<file path="src/rtl/core_pkg.sv">
// Core-wide types and constants shared by the integer pipeline stages.
package core_pkg;

    localparam int unsigned XLEN = 32;

    // ALU operation codes as carried down the pipeline.
    typedef enum logic [3:0] {
        ALU_ADD  = 4'd0,
        ALU_SLL  = 4'd1,
        ALU_SLT  = 4'd2,
        ALU_SLTU = 4'd3,
        ALU_XOR  = 4'd4,
        ALU_SRL  = 4'd5,
        ALU_SRA  = 4'd6,
        ALU_OR   = 4'd7,
        ALU_AND  = 4'd8,
        ALU_SUB  = 4'd9
    } alu_op_e;

    // Operand source selects.
    localparam logic SEL_A_RS1 = 1'b0;
    localparam logic SEL_A_PC  = 1'b1;
    localparam logic SEL_B_RS2 = 1'b0;
    localparam logic SEL_B_IMM = 1'b1;

endpackage

</file>
<file path="src/rtl/ex_operand_stage_if.sv">
// Bundle of decode, forwarding, control and EX-output signals of the operand stage.
interface ex_operand_stage_if #(
    parameter int unsigned XLEN    = 32,
    parameter int unsigned RADDR_W = 5
);
    logic               id_valid;
    logic [XLEN-1:0]    id_pc;
    logic [XLEN-1:0]    id_rs1_data;
    logic [XLEN-1:0]    id_rs2_data;
    logic [RADDR_W-1:0] id_rs1_addr;
    logic [RADDR_W-1:0] id_rs2_addr;
    logic [RADDR_W-1:0] id_rd_addr;
    logic [XLEN-1:0]    id_imm;
    logic [3:0]         id_alu_op;
    logic               id_sel_a;
    logic               id_sel_b;
    logic               id_reg_wr;
    logic               id_mem_rd;
    logic               id_mem_wr;
    logic               mem_reg_wr;
    logic [RADDR_W-1:0] mem_rd_addr;
    logic [XLEN-1:0]    mem_result;
    logic               wb_reg_wr;
    logic [RADDR_W-1:0] wb_rd_addr;
    logic [XLEN-1:0]    wb_result;
    logic               stall_in;
    logic               flush;
    logic               id_stall;
    logic               ex_valid;
    logic [XLEN-1:0]    alu_a;
    logic [XLEN-1:0]    alu_b;
    logic [3:0]         alu_op;
    logic [XLEN-1:0]    ex_store_data;
    logic [RADDR_W-1:0] ex_rd_addr;
    logic               ex_reg_wr;
    logic               ex_mem_rd;
    logic               ex_mem_wr;
    logic [31:0]        bubble_count;

    // Upstream/pipeline side driving the stage.
    modport master (
        output id_valid, id_pc, id_rs1_data, id_rs2_data, id_rs1_addr, id_rs2_addr,
               id_rd_addr, id_imm, id_alu_op, id_sel_a, id_sel_b, id_reg_wr, id_mem_rd,
               id_mem_wr, mem_reg_wr, mem_rd_addr, mem_result, wb_reg_wr, wb_rd_addr,
               wb_result, stall_in, flush,
        input  id_stall, ex_valid, alu_a, alu_b, alu_op, ex_store_data, ex_rd_addr,
               ex_reg_wr, ex_mem_rd, ex_mem_wr, bubble_count
    );

    // The operand stage itself.
    modport slave (
        input  id_valid, id_pc, id_rs1_data, id_rs2_data, id_rs1_addr, id_rs2_addr,
               id_rd_addr, id_imm, id_alu_op, id_sel_a, id_sel_b, id_reg_wr, id_mem_rd,
               id_mem_wr, mem_reg_wr, mem_rd_addr, mem_result, wb_reg_wr, wb_rd_addr,
               wb_result, stall_in, flush,
        output id_stall, ex_valid, alu_a, alu_b, alu_op, ex_store_data, ex_rd_addr,
               ex_reg_wr, ex_mem_rd, ex_mem_wr, bubble_count
    );

endinterface

</file>
<file path="src/rtl/fwd_mux.sv">
// Forwarding select for one register operand: MEM result, else WB result, else held data.
module fwd_mux #(
    parameter int unsigned XLEN    = 32,
    parameter int unsigned RADDR_W = 5
) (
    input  logic [RADDR_W-1:0] i_rs_addr,
    input  logic [XLEN-1:0]    i_rs_data,
    input  logic               i_mem_reg_wr,
    input  logic [RADDR_W-1:0] i_mem_rd_addr,
    input  logic [XLEN-1:0]    i_mem_result,
    input  logic               i_wb_reg_wr,
    input  logic [RADDR_W-1:0] i_wb_rd_addr,
    input  logic [XLEN-1:0]    i_wb_result,
    output logic [XLEN-1:0]    o_data
);
    logic w_mem_hit;
    logic w_wb_hit;

    // x0 is hardwired zero, so a write to it is never a producer.
    assign w_mem_hit = i_mem_reg_wr && (i_mem_rd_addr != '0) && (i_mem_rd_addr == i_rs_addr);
    assign w_wb_hit  = i_wb_reg_wr && (i_wb_rd_addr != '0) && (i_wb_rd_addr == i_rs_addr);

    // MEM holds the younger producer, so it wins over WB.
    always_comb begin
        o_data = i_rs_data;
        if (w_mem_hit) begin
            o_data = i_mem_result;
        end else if (w_wb_hit) begin
            o_data = i_wb_result;
        end
    end

endmodule

</file>
<file path="src/rtl/ex_operand_stage.sv">
// ID/EX register with operand forwarding, load-use bubble insertion and bubble counting.
module ex_operand_stage #(
    parameter int unsigned XLEN    = core_pkg::XLEN,
    parameter int unsigned RADDR_W = 5
) (
    input logic               clk,
    input logic               rst_n,
    ex_operand_stage_if.slave bus
);
    import core_pkg::*;

    logic               r_valid;
    logic [XLEN-1:0]    r_pc;
    logic [XLEN-1:0]    r_rs1_data;
    logic [XLEN-1:0]    r_rs2_data;
    logic [XLEN-1:0]    r_imm;
    logic [RADDR_W-1:0] r_rs1_addr;
    logic [RADDR_W-1:0] r_rs2_addr;
    logic [RADDR_W-1:0] r_rd_addr;
    alu_op_e            r_alu_op;
    logic               r_sel_a;
    logic               r_sel_b;
    logic               r_reg_wr;
    logic               r_mem_rd;
    logic               r_mem_wr;
    logic [31:0]        r_bubble_count;

    logic               w_load_use;
    logic               w_wb_hit_rs1;
    logic               w_wb_hit_rs2;
    logic [XLEN-1:0]    w_fwd_rs1;
    logic [XLEN-1:0]    w_fwd_rs2;

    // Hazard and hold-refresh detection; store data counts as an rs2 use.
    always_comb begin
        w_load_use = r_valid && r_mem_rd && (r_rd_addr != '0) && bus.id_valid &&
                     (((bus.id_sel_a == SEL_A_RS1) && (bus.id_rs1_addr == r_rd_addr)) ||
                      (((bus.id_sel_b == SEL_B_RS2) || bus.id_mem_wr) &&
                       (bus.id_rs2_addr == r_rd_addr)));
        w_wb_hit_rs1 = bus.wb_reg_wr && (bus.wb_rd_addr != '0) &&
                       (bus.wb_rd_addr == r_rs1_addr);
        w_wb_hit_rs2 = bus.wb_reg_wr && (bus.wb_rd_addr != '0) &&
                       (bus.wb_rd_addr == r_rs2_addr);
    end

    // EX register update: flush, then downstream hold, then bubble, then normal load.
    always_ff @(posedge clk or negedge rst_n) begin
        if (!rst_n) begin
            r_valid    <= 1'b0;
            r_pc       <= '0;
            r_rs1_data <= '0;
            r_rs2_data <= '0;
            r_imm      <= '0;
            r_rs1_addr <= '0;
            r_rs2_addr <= '0;
            r_rd_addr  <= '0;
            r_alu_op   <= ALU_ADD;
            r_sel_a    <= SEL_A_RS1;
            r_sel_b    <= SEL_B_RS2;
            r_reg_wr   <= 1'b0;
            r_mem_rd   <= 1'b0;
            r_mem_wr   <= 1'b0;
        end else if (bus.flush) begin
            r_valid  <= 1'b0;
            r_reg_wr <= 1'b0;
            r_mem_rd <= 1'b0;
            r_mem_wr <= 1'b0;
            r_alu_op <= ALU_ADD;
        end else if (bus.stall_in) begin
            // A value retiring from WB during the hold would otherwise be lost.
            if (w_wb_hit_rs1) begin
                r_rs1_data <= bus.wb_result;
            end
            if (w_wb_hit_rs2) begin
                r_rs2_data <= bus.wb_result;
            end
        end else if (w_load_use) begin
            r_valid  <= 1'b0;
            r_reg_wr <= 1'b0;
            r_mem_rd <= 1'b0;
            r_mem_wr <= 1'b0;
            r_alu_op <= ALU_ADD;
        end else begin
            r_valid    <= bus.id_valid;
            r_pc       <= bus.id_pc;
            r_rs1_data <= bus.id_rs1_data;
            r_rs2_data <= bus.id_rs2_data;
            r_imm      <= bus.id_imm;
            r_rs1_addr <= bus.id_rs1_addr;
            r_rs2_addr <= bus.id_rs2_addr;
            r_rd_addr  <= bus.id_rd_addr;
            r_alu_op   <= alu_op_e'(bus.id_alu_op);
            r_sel_a    <= bus.id_sel_a;
            r_sel_b    <= bus.id_sel_b;
            r_reg_wr   <= bus.id_reg_wr;
            r_mem_rd   <= bus.id_mem_rd;
            r_mem_wr   <= bus.id_mem_wr;
        end
    end

    // Count only bubbles actually inserted; saturate instead of wrapping.
    always_ff @(posedge clk or negedge rst_n) begin
        if (!rst_n) begin
            r_bubble_count <= '0;
        end else if (!bus.flush && !bus.stall_in && w_load_use && (r_bubble_count != '1)) begin
            r_bubble_count <= r_bubble_count + 32'd1;
        end
    end

    fwd_mux #(
        .XLEN    (XLEN),
        .RADDR_W (RADDR_W)
    ) u_fwd_rs1 (
        .i_rs_addr     (r_rs1_addr),
        .i_rs_data     (r_rs1_data),
        .i_mem_reg_wr  (bus.mem_reg_wr),
        .i_mem_rd_addr (bus.mem_rd_addr),
        .i_mem_result  (bus.mem_result),
        .i_wb_reg_wr   (bus.wb_reg_wr),
        .i_wb_rd_addr  (bus.wb_rd_addr),
        .i_wb_result   (bus.wb_result),
        .o_data        (w_fwd_rs1)
    );

    fwd_mux #(
        .XLEN    (XLEN),
        .RADDR_W (RADDR_W)
    ) u_fwd_rs2 (
        .i_rs_addr     (r_rs2_addr),
        .i_rs_data     (r_rs2_data),
        .i_mem_reg_wr  (bus.mem_reg_wr),
        .i_mem_rd_addr (bus.mem_rd_addr),
        .i_mem_result  (bus.mem_result),
        .i_wb_reg_wr   (bus.wb_reg_wr),
        .i_wb_rd_addr  (bus.wb_rd_addr),
        .i_wb_result   (bus.wb_result),
        .o_data        (w_fwd_rs2)
    );

    assign bus.id_stall      = w_load_use || bus.stall_in;
    assign bus.ex_valid      = r_valid;
    assign bus.alu_a         = (r_sel_a == SEL_A_PC)  ? r_pc  : w_fwd_rs1;
    assign bus.alu_b         = (r_sel_b == SEL_B_IMM) ? r_imm : w_fwd_rs2;
    assign bus.alu_op        = r_alu_op;
    assign bus.ex_store_data = w_fwd_rs2;
    assign bus.ex_rd_addr    = r_rd_addr;
    assign bus.ex_reg_wr     = r_reg_wr && r_valid;
    assign bus.ex_mem_rd     = r_mem_rd && r_valid;
    assign bus.ex_mem_wr     = r_mem_wr && r_valid;
    assign bus.bubble_count  = r_bubble_count;

endmodule

</file>
<file path="src/flat_wrapper.sv">
// flat-port wrapper written by rule: the top's interface ports become plain ports
module ex_operand_stage_flat import core_pkg::*;
#(
    parameter int unsigned XLEN    = core_pkg::XLEN,
    parameter int unsigned RADDR_W = 5
)
  (clk, rst_n, bus_id_valid, bus_id_pc, bus_id_rs1_data, bus_id_rs2_data, bus_id_rs1_addr, bus_id_rs2_addr, bus_id_rd_addr, bus_id_imm, bus_id_alu_op, bus_id_sel_a, bus_id_sel_b, bus_id_reg_wr, bus_id_mem_rd, bus_id_mem_wr, bus_mem_reg_wr, bus_mem_rd_addr, bus_mem_result, bus_wb_reg_wr, bus_wb_rd_addr, bus_wb_result, bus_stall_in, bus_flush, bus_id_stall, bus_ex_valid, bus_alu_a, bus_alu_b, bus_alu_op, bus_ex_store_data, bus_ex_rd_addr, bus_ex_reg_wr, bus_ex_mem_rd, bus_ex_mem_wr, bus_bubble_count);
  ex_operand_stage_if #(.XLEN(XLEN), .RADDR_W(RADDR_W)) bus_i ();
  input logic clk;
  input logic rst_n;
  input wire logic [$bits(bus_i.id_valid)-1:0] bus_id_valid;
  input wire logic [$bits(bus_i.id_pc)-1:0] bus_id_pc;
  input wire logic [$bits(bus_i.id_rs1_data)-1:0] bus_id_rs1_data;
  input wire logic [$bits(bus_i.id_rs2_data)-1:0] bus_id_rs2_data;
  input wire logic [$bits(bus_i.id_rs1_addr)-1:0] bus_id_rs1_addr;
  input wire logic [$bits(bus_i.id_rs2_addr)-1:0] bus_id_rs2_addr;
  input wire logic [$bits(bus_i.id_rd_addr)-1:0] bus_id_rd_addr;
  input wire logic [$bits(bus_i.id_imm)-1:0] bus_id_imm;
  input wire logic [$bits(bus_i.id_alu_op)-1:0] bus_id_alu_op;
  input wire logic [$bits(bus_i.id_sel_a)-1:0] bus_id_sel_a;
  input wire logic [$bits(bus_i.id_sel_b)-1:0] bus_id_sel_b;
  input wire logic [$bits(bus_i.id_reg_wr)-1:0] bus_id_reg_wr;
  input wire logic [$bits(bus_i.id_mem_rd)-1:0] bus_id_mem_rd;
  input wire logic [$bits(bus_i.id_mem_wr)-1:0] bus_id_mem_wr;
  input wire logic [$bits(bus_i.mem_reg_wr)-1:0] bus_mem_reg_wr;
  input wire logic [$bits(bus_i.mem_rd_addr)-1:0] bus_mem_rd_addr;
  input wire logic [$bits(bus_i.mem_result)-1:0] bus_mem_result;
  input wire logic [$bits(bus_i.wb_reg_wr)-1:0] bus_wb_reg_wr;
  input wire logic [$bits(bus_i.wb_rd_addr)-1:0] bus_wb_rd_addr;
  input wire logic [$bits(bus_i.wb_result)-1:0] bus_wb_result;
  input wire logic [$bits(bus_i.stall_in)-1:0] bus_stall_in;
  input wire logic [$bits(bus_i.flush)-1:0] bus_flush;
  output wire logic [$bits(bus_i.id_stall)-1:0] bus_id_stall;
  output wire logic [$bits(bus_i.ex_valid)-1:0] bus_ex_valid;
  output wire logic [$bits(bus_i.alu_a)-1:0] bus_alu_a;
  output wire logic [$bits(bus_i.alu_b)-1:0] bus_alu_b;
  output wire logic [$bits(bus_i.alu_op)-1:0] bus_alu_op;
  output wire logic [$bits(bus_i.ex_store_data)-1:0] bus_ex_store_data;
  output wire logic [$bits(bus_i.ex_rd_addr)-1:0] bus_ex_rd_addr;
  output wire logic [$bits(bus_i.ex_reg_wr)-1:0] bus_ex_reg_wr;
  output wire logic [$bits(bus_i.ex_mem_rd)-1:0] bus_ex_mem_rd;
  output wire logic [$bits(bus_i.ex_mem_wr)-1:0] bus_ex_mem_wr;
  output wire logic [$bits(bus_i.bubble_count)-1:0] bus_bubble_count;
  assign bus_i.id_valid = bus_id_valid;
  assign bus_i.id_pc = bus_id_pc;
  assign bus_i.id_rs1_data = bus_id_rs1_data;
  assign bus_i.id_rs2_data = bus_id_rs2_data;
  assign bus_i.id_rs1_addr = bus_id_rs1_addr;
  assign bus_i.id_rs2_addr = bus_id_rs2_addr;
  assign bus_i.id_rd_addr = bus_id_rd_addr;
  assign bus_i.id_imm = bus_id_imm;
  assign bus_i.id_alu_op = bus_id_alu_op;
  assign bus_i.id_sel_a = bus_id_sel_a;
  assign bus_i.id_sel_b = bus_id_sel_b;
  assign bus_i.id_reg_wr = bus_id_reg_wr;
  assign bus_i.id_mem_rd = bus_id_mem_rd;
  assign bus_i.id_mem_wr = bus_id_mem_wr;
  assign bus_i.mem_reg_wr = bus_mem_reg_wr;
  assign bus_i.mem_rd_addr = bus_mem_rd_addr;
  assign bus_i.mem_result = bus_mem_result;
  assign bus_i.wb_reg_wr = bus_wb_reg_wr;
  assign bus_i.wb_rd_addr = bus_wb_rd_addr;
  assign bus_i.wb_result = bus_wb_result;
  assign bus_i.stall_in = bus_stall_in;
  assign bus_i.flush = bus_flush;
  assign bus_id_stall = bus_i.id_stall;
  assign bus_ex_valid = bus_i.ex_valid;
  assign bus_alu_a = bus_i.alu_a;
  assign bus_alu_b = bus_i.alu_b;
  assign bus_alu_op = bus_i.alu_op;
  assign bus_ex_store_data = bus_i.ex_store_data;
  assign bus_ex_rd_addr = bus_i.ex_rd_addr;
  assign bus_ex_reg_wr = bus_i.ex_reg_wr;
  assign bus_ex_mem_rd = bus_i.ex_mem_rd;
  assign bus_ex_mem_wr = bus_i.ex_mem_wr;
  assign bus_bubble_count = bus_i.bubble_count;
  ex_operand_stage #(.XLEN(XLEN), .RADDR_W(RADDR_W)) u_core (.clk(clk), .rst_n(rst_n), .bus(bus_i));
endmodule
</file>
<file path="config.mk">
export PLATFORM = sky130hd
export DESIGN_NAME = ex_operand_stage_flat
export DESIGN_NICKNAME = d
export VERILOG_FILES = /design/src/rtl/core_pkg.sv /design/src/rtl/ex_operand_stage_if.sv /design/src/rtl/fwd_mux.sv /design/src/rtl/ex_operand_stage.sv /design/src/flat_wrapper.sv
export SDC_FILE = /design/constraint.sdc
export NUM_CORES = 1
export LEC_CHECK = 0
export ABC_CLOCK_PERIOD_IN_PS = 4500
export CAP_MARGIN = 15
export CORE_MARGIN = 2
export CORE_UTILIZATION = 40
export DETAILED_ROUTE_END_ITERATION = 10
export DONT_BUFFER_PORTS = 1
export PLACE_DENSITY_LB_ADDON = 0.25
export SYNTH_ARGS = -nofsm -noshare
export SYNTH_HDL_FRONTEND = slang
export SYNTH_SLANG_ARGS = --single-unit
</file>
<file path="constraint.sdc">
create_clock -name clk -period 4.5 [get_ports clk]
set_input_delay 0.675 -clock clk [delete_from_list [all_inputs] [get_ports clk]]
set_output_delay 0.675 -clock clk [all_outputs]
set_load 0.005 [all_outputs]
</file>
==> summary.txt <==
Flow results are below.

- The number of clock buffer instances in the layout is 18, for reference.
- The share of flip-flops with an asynchronous set or reset after synthesis is 100%, for reference.
- The post-route antenna net violation count is 0, for reference.
- For this run, the script counts the antenna cells in the layout as 2.
- Looking at the max-slew report, the worst-margin pin has a slew of between 900 and 1000 ps.
- The worst path meets setup with just under 800 ps of slack.
- The number of tapcells is 324, for reference.
- The number of hold violations in the final report is about 190, for reference.
- The final layout contains 1273 nets.
- The wire length of the first global-routing pass is between 40 and 50 mm, for reference.
- The power density over the cells is 405 mW/mm^2, for reference.
- The proportion of layout cells with a drive suffix above 1 is 16.3%, for reference.
- In the Yosys report, the sequential cells make up between 40 and 50% of the chip area.
- The net switching power is 1.24 mW, for reference.
- Net switching is ~28% of the power.
- The worst flop-to-flop path startpoint is u_core.bus.ex_rd_addr[0]$_DFFE_PN0P_, for reference.
- The met3 routed wirelength is 2.99 mm, for reference.
- In this build the clock could be raised as far as roughly 270 MHz.
- The cell type with the highest aggregate area in the netlist is dfrtp_1, for reference.
- Wire segments on met2 add up to between 15 and 20 mm in the final route.
- Looking at the power breakdown, the clock network takes roughly 38% of the total.
- Of the total standard cell area in the layout, the multi-input combinational portion is about 46%.
- The path type of the worst min-delay path is input pin to async pin, for reference.
- Ranking logic cells in the layout by count gives the top entries dfrtp_1, nand2_1, nor2_1.
- The critical path endpoint has a required time of 3830 ps.
- Final hold analysis gives a worst-case slack of -59.4 ps.
- The checks that failed: hold timing.
- The clock reaches the later pin of the worst-skew pair after 430 ps.
- The highest ir drop seen on vdd is between 0.00015 and 0.0002 V, for reference.
- The number of search-and-repair iterations in the first detailed-routing pass is 5, for reference.
- The cell class with the largest area share is multi-input combinational cells, for reference.
- The number of global-route vias before repair is about 8000, for reference.
- The final standard cell area without fillers is roughly 0.011 sq mm, for reference.
- In the global route stage, met1 resource usage came out at between 20% and 30%.
- Detailed-route iteration 0 reported a violation count of 614.
- The minimum clock period after layout is between 3000 and 4000 ps, for reference.
- The chip width is 162 microns, for reference.
- The run finished, with violations left.
- The non-clock inverter count in the final layout is 4, for reference.
- Synthesis produced a netlist with a net count of roughly 1300.
- The warning tally printed by Yosys for this design is 0.
- The prevailing post-synth register cell is dfrtp_1, for reference.
==> final timing paths <==
kind / slack [ps] / to / depth (start not counted)
max in group asynchronous: 4320 / u_core.r_sel_a$_DFFE_PN0P_ / 0
min in group clk: 370 / u_core.r_imm[8]$_DFFE_PN0P_ / 1
min: -60 / u_core.r_imm[31]$_DFFE_PN0P_ / 0
min reg2reg: 480 / u_core.r_imm[2]$_DFFE_PN0P_ / 1
max reg2reg: 1560 / u_core.r_pc[11]$_DFFE_PN0P_ / 6
max: 800 / bus_alu_b[31] / 5
==> through the flow <==
stage / total power [mW] / cells / hold slack [ps]
floorplan: 2.60 / 1075 / 379
global placement: 2.78 / 1344 / 391
detailed placement: 2.80 / 1344 / 386
CTS: 4.48 / 1374 / -80.7
global route: 4.64 / 1375 / -85.8
finish: 4.44 / 1376 / -59.4
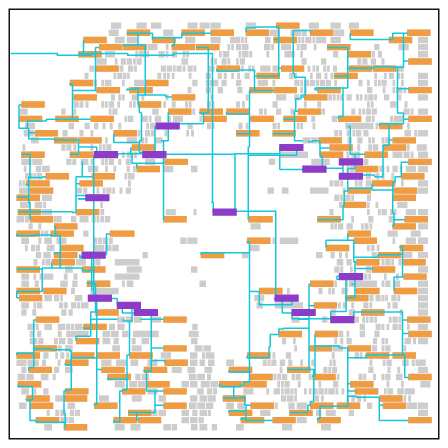
clock_wires.png
Purple shows clock-net drivers, count 17. Cyan shows clock wires, length 2570 microns. Orange shows flip-flops, count 185.
Position of the flops: spread over the die. There are 18 routed clock nets.

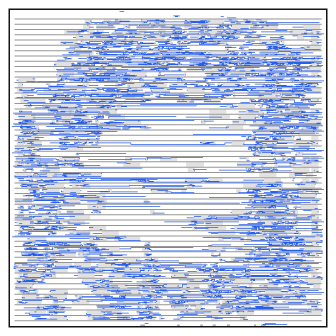
m1.png
Supply wires on this layer in gray.
1142 nets have wire on it. The wires run mostly horizontal. The layer holds 40% of the routed length.

No activity file was given, so power comes from the tool's default toggle rates.
